[src/rtl/fetch_ctrl_pkg.sv]
`default_nettype none
// ============================================================================
// Module      : fetch_ctrl_pkg
// Description : Shared types and defaults for the fetch / run-control stage.
// Revision    : 1.0 - initial release
// ============================================================================
package fetch_ctrl_pkg;

  // Default program counter / instruction ROM address width.
  localparam int FETCH_PW_DEFAULT = 10;

  // Run-control states of the fetch stage.
  typedef enum logic [1:0] {
    IDLE = 2'd0,
    RUN  = 2'd1,
    DONE = 2'd2
  } fetch_state_t;

endpackage : fetch_ctrl_pkg
`default_nettype wire

[src/rtl/fetch_ctrl_if.sv]
`default_nettype none
// ============================================================================
// Module      : fetch_ctrl_if
// Description : Harness/decoder <-> fetch stage signal bundle. The master side
//               is the harness plus decoder, the slave side is fetch_ctrl.
//               Optional macro FETCH_CYCLE_COUNT_EN adds CycleCount.
// Revision    : 1.0 - initial release
// ============================================================================
interface fetch_ctrl_if
  import fetch_ctrl_pkg::*;
#(
  parameter int W  = 8,
  parameter int PW = FETCH_PW_DEFAULT
);

  logic          Start;
  logic [PW-1:0] StartAddr;
  logic          BranchUp;
  logic          BranchDown;
  logic [W-1:0]  PCTarget;
  logic          Ack;
  logic [PW-1:0] InstrAddr;
  logic          Running;
  logic          Done;
`ifdef FETCH_CYCLE_COUNT_EN
  logic [15:0]   CycleCount;
`endif

  modport master (
    output Start, StartAddr, BranchUp, BranchDown, PCTarget, Ack,
`ifdef FETCH_CYCLE_COUNT_EN
    input  CycleCount,
`endif
    input  InstrAddr, Running, Done
  );

  modport slave (
    input  Start, StartAddr, BranchUp, BranchDown, PCTarget, Ack,
`ifdef FETCH_CYCLE_COUNT_EN
    output CycleCount,
`endif
    output InstrAddr, Running, Done
  );

endinterface : fetch_ctrl_if
`default_nettype wire

[src/rtl/fetch_ctrl.sv]
`default_nettype none
// ============================================================================
// Module      : fetch_ctrl
// Description : Program counter and Start/run/Done sequencing. Drives the
//               asynchronous instruction ROM address and consumes branch and
//               halt decisions from the decoder.
//               Optional macro FETCH_CYCLE_COUNT_EN adds a saturating 16-bit
//               RUN-cycle counter on CycleCount.
// Revision    : 1.0 - initial release
// ============================================================================
module fetch_ctrl
  import fetch_ctrl_pkg::*;
#(
  parameter int W  = 8,
  parameter int PW = FETCH_PW_DEFAULT
) (
  input  logic         Clk,
  input  logic         Reset,
  fetch_ctrl_if.slave  bus
);

  fetch_state_t  r_state;
  logic [PW-1:0] r_pc;
  logic          r_running;
  logic          r_done;
  logic [PW-1:0] w_target;
  logic [PW-1:0] w_next_pc;

  // Branch distance is unsigned, so it is zero-extended to PC width.
  assign w_target = PW'(bus.PCTarget);

  // Next PC in RUN; BranchDown wins if both branches are raised, and all
  // arithmetic wraps modulo 2**PW.
  always_comb begin
    w_next_pc = r_pc + PW'(1);
    if (bus.BranchDown) begin
      w_next_pc = r_pc + w_target;
    end else if (bus.BranchUp) begin
      w_next_pc = r_pc - w_target;
    end
  end

  // Run-control FSM with PC register; Start > Ack > branch > increment.
  always_ff @(posedge Clk) begin
    if (Reset) begin
      r_state   <= IDLE;
      r_pc      <= '0;
      r_running <= 1'b0;
      r_done    <= 1'b0;
    end else begin
      case (r_state)
        IDLE, DONE: begin
          if (bus.Start) begin
            r_state   <= RUN;
            r_pc      <= bus.StartAddr;
            r_running <= 1'b1;
            r_done    <= 1'b0;
          end
        end
        RUN: begin
          if (bus.Start) begin
            r_pc <= bus.StartAddr;
          end else if (bus.Ack) begin
            // PC stays on the halt instruction address.
            r_state   <= DONE;
            r_running <= 1'b0;
            r_done    <= 1'b1;
          end else begin
            r_pc <= w_next_pc;
          end
        end
        default: begin
          r_state   <= IDLE;
          r_running <= 1'b0;
          r_done    <= 1'b0;
        end
      endcase
    end
  end

  assign bus.InstrAddr = r_pc;
  assign bus.Running   = r_running;
  assign bus.Done      = r_done;

`ifdef FETCH_CYCLE_COUNT_EN
  logic [15:0] r_cycle_count;

  // Counts cycles spent in RUN since the last accepted Start, saturating.
  always_ff @(posedge Clk) begin
    if (Reset || bus.Start) begin
      r_cycle_count <= '0;
    end else if (r_state == RUN && r_cycle_count != 16'hFFFF) begin
      r_cycle_count <= r_cycle_count + 16'd1;
    end
  end

  assign bus.CycleCount = r_cycle_count;
`endif

endmodule : fetch_ctrl
`default_nettype wire

[src/flat_wrapper.sv]
// flat-port wrapper written by rule: the top's interface ports become plain ports
module fetch_ctrl_flat import fetch_ctrl_pkg::*;
#(
  parameter int W  = 8,
  parameter int PW = FETCH_PW_DEFAULT
)
  (Clk, Reset, bus_Start, bus_StartAddr, bus_BranchUp, bus_BranchDown, bus_PCTarget, bus_Ack, bus_InstrAddr, bus_Running, bus_Done);
  fetch_ctrl_if #(.W(W), .PW(PW)) bus_i ();
  input  logic Clk;
  input  logic Reset;
  input wire logic [$bits(bus_i.Start)-1:0] bus_Start;
  input wire logic [$bits(bus_i.StartAddr)-1:0] bus_StartAddr;
  input wire logic [$bits(bus_i.BranchUp)-1:0] bus_BranchUp;
  input wire logic [$bits(bus_i.BranchDown)-1:0] bus_BranchDown;
  input wire logic [$bits(bus_i.PCTarget)-1:0] bus_PCTarget;
  input wire logic [$bits(bus_i.Ack)-1:0] bus_Ack;
  output wire logic [$bits(bus_i.InstrAddr)-1:0] bus_InstrAddr;
  output wire logic [$bits(bus_i.Running)-1:0] bus_Running;
  output wire logic [$bits(bus_i.Done)-1:0] bus_Done;
  assign bus_i.Start = bus_Start;
  assign bus_i.StartAddr = bus_StartAddr;
  assign bus_i.BranchUp = bus_BranchUp;
  assign bus_i.BranchDown = bus_BranchDown;
  assign bus_i.PCTarget = bus_PCTarget;
  assign bus_i.Ack = bus_Ack;
  assign bus_InstrAddr = bus_i.InstrAddr;
  assign bus_Running = bus_i.Running;
  assign bus_Done = bus_i.Done;
  fetch_ctrl #(.W(W), .PW(PW)) u_core (.Clk(Clk), .Reset(Reset), .bus(bus_i));
endmodule
[config.mk]
export PLATFORM = sky130hd
export DESIGN_NAME = fetch_ctrl_flat
export DESIGN_NICKNAME = d
export VERILOG_FILES = /design/src/rtl/fetch_ctrl_pkg.sv /design/src/rtl/fetch_ctrl_if.sv /design/src/rtl/fetch_ctrl.sv /design/src/flat_wrapper.sv
export SDC_FILE = /design/constraint.sdc
export NUM_CORES = 1
export LEC_CHECK = 0
export CELL_PAD_IN_SITES_DETAIL_PLACEMENT = 0
export CELL_PAD_IN_SITES_GLOBAL_PLACEMENT = 1
export CORE_MARGIN = 2
export CORE_UTILIZATION = 37
export CTS_CLUSTER_DIAMETER = 30
export CTS_CLUSTER_SIZE = 28
export DETAILED_ROUTE_END_ITERATION = 8
export GPL_ROUTABILITY_DRIVEN = 1
export PLACE_DENSITY = 0.85
export REMOVE_ABC_BUFFERS = 1
export SYNTH_ARGS = -nofsm -noshare
export SYNTH_HDL_FRONTEND = slang
export SYNTH_SLANG_ARGS = --single-unit
[constraint.sdc]
create_clock -name Clk -period 9.8 [get_ports Clk]
set_input_delay 2.45 -clock Clk [delete_from_list [all_inputs] [get_ports Clk]]
set_output_delay 2.45 -clock Clk [all_outputs]
set_load 0.02 [all_outputs]
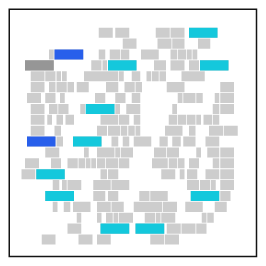
run_1/registers.png
Scale: 4 px per um. Other sequential cells in the stronger gray, the rest of the logic in the fainter gray.
legend:
  `u_core.r_state`:
    color: blue
    sequential_cells: 2
  `u_core.bus.InstrAddr`:
    color: cyan
    sequential_cells: 10
Reg area: 260 um^2
final design utilization: 0.520
register fraction of the total cell area: 0.161

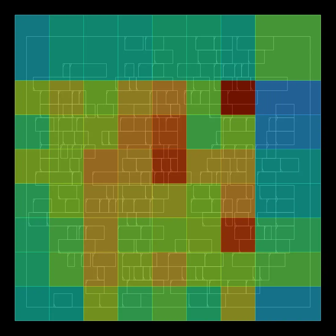
run_1/final_congestion.png
grt peak-use layer: met2
post-detailed-route wirelength per cell: 13.6 um
GRT Overall Usage: 0.176
met2 demand-to-capacity share in global routing: 0.283
met1 track demand over resource: 0.241

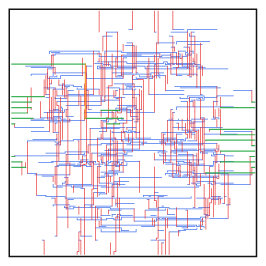
run_1/metal_stack.png
Scale: 4 px per um.
legend:
  met1:
    color: blue
    wire_length: 1590 um
  met4:
    color: orange
    wire_length: 13.6 um
  met2:
    color: red
    wire_length: 1340 um
  met3:
    color: green
    wire_length: 143 um
total via count after detailed routing: 1219
sum of routed wire length over all layers: 3090 um

==> commit_impl_results.txt, run 1 <==
Log flow metrics for this revision

- The flow ran to the end, and the final reports show no timing, DRC or antenna violations.
- M1 wire length: 1590 um
- Among cell families on the critical path, the largest total delay comes from AND-OR/OR-AND gates.
- Tool warnings: 25
- Origin of the worst min-delay path: u_core.r_state[0]$_SDFFE_PP0P_
- Final estimated routing congestion in global placement: 0.872
- Congestion Overflow GR: 0
* P_leak: 0.690 nW
* P_sw: 0.0634 mW
* Antenna violations before repair: 0
- Dominant cell type by area after synthesis: dfxtp_1
- Among all flip-flop cells after synthesis, the most frequent one is dfxtp_1.
- Combinational fraction of the cell area: 0.557
- Clock tree synthesis inserted a total of 3 buffers.
- In the hold timing report, the worst path depth is 1.
- Yosys attributes the largest share of cell area to dfxtp_1, ha_1, nor2_1.
* Wire length on met3: 142 um
* Number of flip-flops under the largest register name: 10
- Excluding fillers, the count of instances in the completed layout stands at 227.
- Post-Synth Adder-Cell Area: 0.119
- For reference, the top logic cell family by area is AND-OR/OR-AND gates.
* Area growth, synth to finish: 32.1%
* Critical path required time: 9.94 ns
- For this run, design rule violations remaining after detail routing come to 0.
* Number of pins with negative max-slew slack in the final report: 0
[run 1: placed cells by master (no fill, tap or decap), types with 2 or more instances in the layout]
cell             synthesis  final
nor2_1                  19     19
xnor2_1                  5      5
xor2_1                   2      2
nor3_1                   7      7
a21oi_1                 10     10
nor2b_1                  4      4
o21ai_0                  4      4
a31o_2                   3      3
nand4_1                  2      2
clkdlybuf4s50_1          0     35
dfxtp_1                 13     13
clkbuf_4                 0      3
or3_1                    2      2
a21o_1                   5      5
o21bai_1                 3      3
o21ai_1                  4      4
inv_1                    5      5
nand3_1                  2      2
ha_1                    10     10
a211oi_1                 8      8
mux2i_1                  5      5
o31ai_1                  2      2
nand2_1                  5      5
a22o_1                   3      3
run_1/clock_map.png
Scale: 6 px per um.
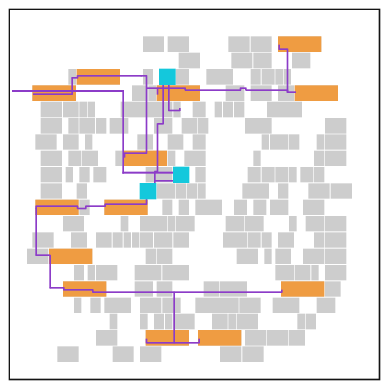

==> run 1 -> run 2 <==
- CORE_UTILIZATION: 37 -> 31
- PLACE_DENSITY: 0.85 -> 0.75
- clock period: 9.8 -> 4.9 ns (I/O delays scaled with it)
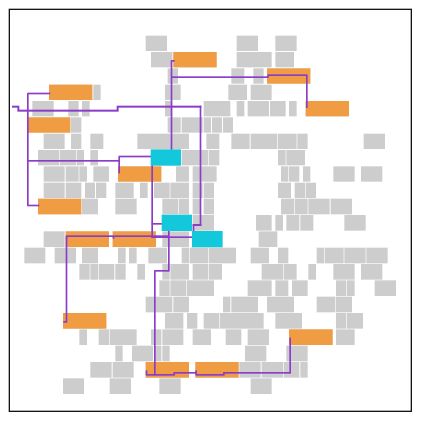
run_2/clock_map.png
Scale: 6 px per um.
legend:
  cells driving clock nets:
    color: cyan
    count: 3
  clock wires:
    color: purple
    length: 271 um
  flip-flops:
    color: orange
    count: 13
routed clock nets: 4
flops lie: spread over the die
final worst clock skew: 0.00206 ns
reported clock group power: 0.101 mW
source-to-sink clock delay at the later pin of the worst-skew pair: 0.24 ns
clock group share of total power: 0.265

==> run 2 against run 1 <==
Net effect: critical path depth is the same; non-clock buffer count is the same; total power grew 120%; global-route usage shrank 2.6 points; routed wire length grew 0.78%; utilization shrank 7.9 points; register-to-register slack lost 4.8 ns; clock-buffer cell count is the same; first-iteration DRC count grew 80%; clock skew shrank 0.00064 ns.
==> commit_impl_results.txt, run 2 <==
Log flow metrics for this revision

- Count of pins on the block boundary: 36 (unchanged)
- DRC violations left: 0 (unchanged)
- Nature of the critical path endpoint: flop (unchanged)
* Die height: 66.8 um (was 61.5 um)
- Final estimated routing congestion in global placement: 0.806 (was 0.872)
* Grt peak-use layer: met2 (unchanged)
- Total via count after detailed routing: 1222 (was 1219)
* Sum of routed wire length over all layers: 3110 um (was 3090 um)
- The residual overflow from global routing was 0 (unchanged).
* Met1 track demand over resource: 0.201 (was 0.241)
- Dominant logic cell type in the layout: clkdlybuf4s50_1 (unchanged)
- Antenna violations before repair: 0 (unchanged)
* Run status: finished, final reports clean (unchanged)
- The final count of pins violating max slew was 0 (unchanged).
- Critical path required time: 5.00 ns (was 9.94 ns)
- The clock buffer count from CTS was 3 (unchanged).
- Area growth, synth to finish: 34.0% (was 32.1%)
- Post-Synth Adder-Cell Area: 0.119 (unchanged)
- The wire length the detailed router placed on met1 is 1550 um (was 1590 um).
* Family of cells with the greatest summed delay on the critical path: AND-OR/OR-AND gates (unchanged)
* Tool warnings: 25 (unchanged)
- The flip-flop count of the largest register after layout is 10 (unchanged).
- Top post-synthesis cells by area: dfxtp_1, ha_1, nor2_1 (unchanged).
- GRT Overall Usage: 0.150 (was 0.176)
- Post-detailed-route wirelength per cell: 13.5 um (was 13.6 um)
- The critical path arrival was 4.33 ns (was 5.55 ns).
- Number of cells on the worst hold path: 1 (unchanged)
- Dominant logic cell types in the final layout: clkdlybuf4s50_1, nor2_1, dfxtp_1, a21oi_1, ha_1 (unchanged)
- The leading area contributor after synthesis was dfxtp_1 (unchanged).
* P_sw: 0.129 mW (was 0.0634 mW)
* Worst r2r src: u_core.bus.InstrAddr[0]$_SDFFE_PP0P_ (unchanged)
- P_leak: 0.698 nW (was 0.690 nW)
* Number of port buffers: 35 (unchanged)
- Most used flip-flop cell after synthesis: dfxtp_1 (unchanged)
run 2: cell counts in the layout (fill, tap and decap cells not counted):
No cell type changed its count.
run 2: per-stage QoR:
step | instances | util
4_1_cts | 231 | 0.440
3_3_place_gp | 227 | 0.428
2_1_floorplan | 144 | -
6_report | 231 | 0.440
3_5_place_dp | 227 | 0.428
5_1_grt | 231 | 0.440
run 2: final cells by class:
class	instances	area, um^2
Sequential cell	13	260
Timing Repair Buffer	35	350
Tap cell	48	60.1
Clock buffer	4	45.0
Inverter	6	22.5
Fill cell	379	2080
Multi-Input combinational cell	125	898
run 2: power by group through the flow:
stage	sequential, mW	clock, mW	combinational (mW)
CTS	0.124	0.104	0.156
global placement	0.125	0	0.152
global route	0.125	0.110	0.172
detailed placement	0.126	0	0.155
floorplan	0.134	0	0.0864
finish	0.123	0.101	0.155
Power and IR drop assume default switching activity.
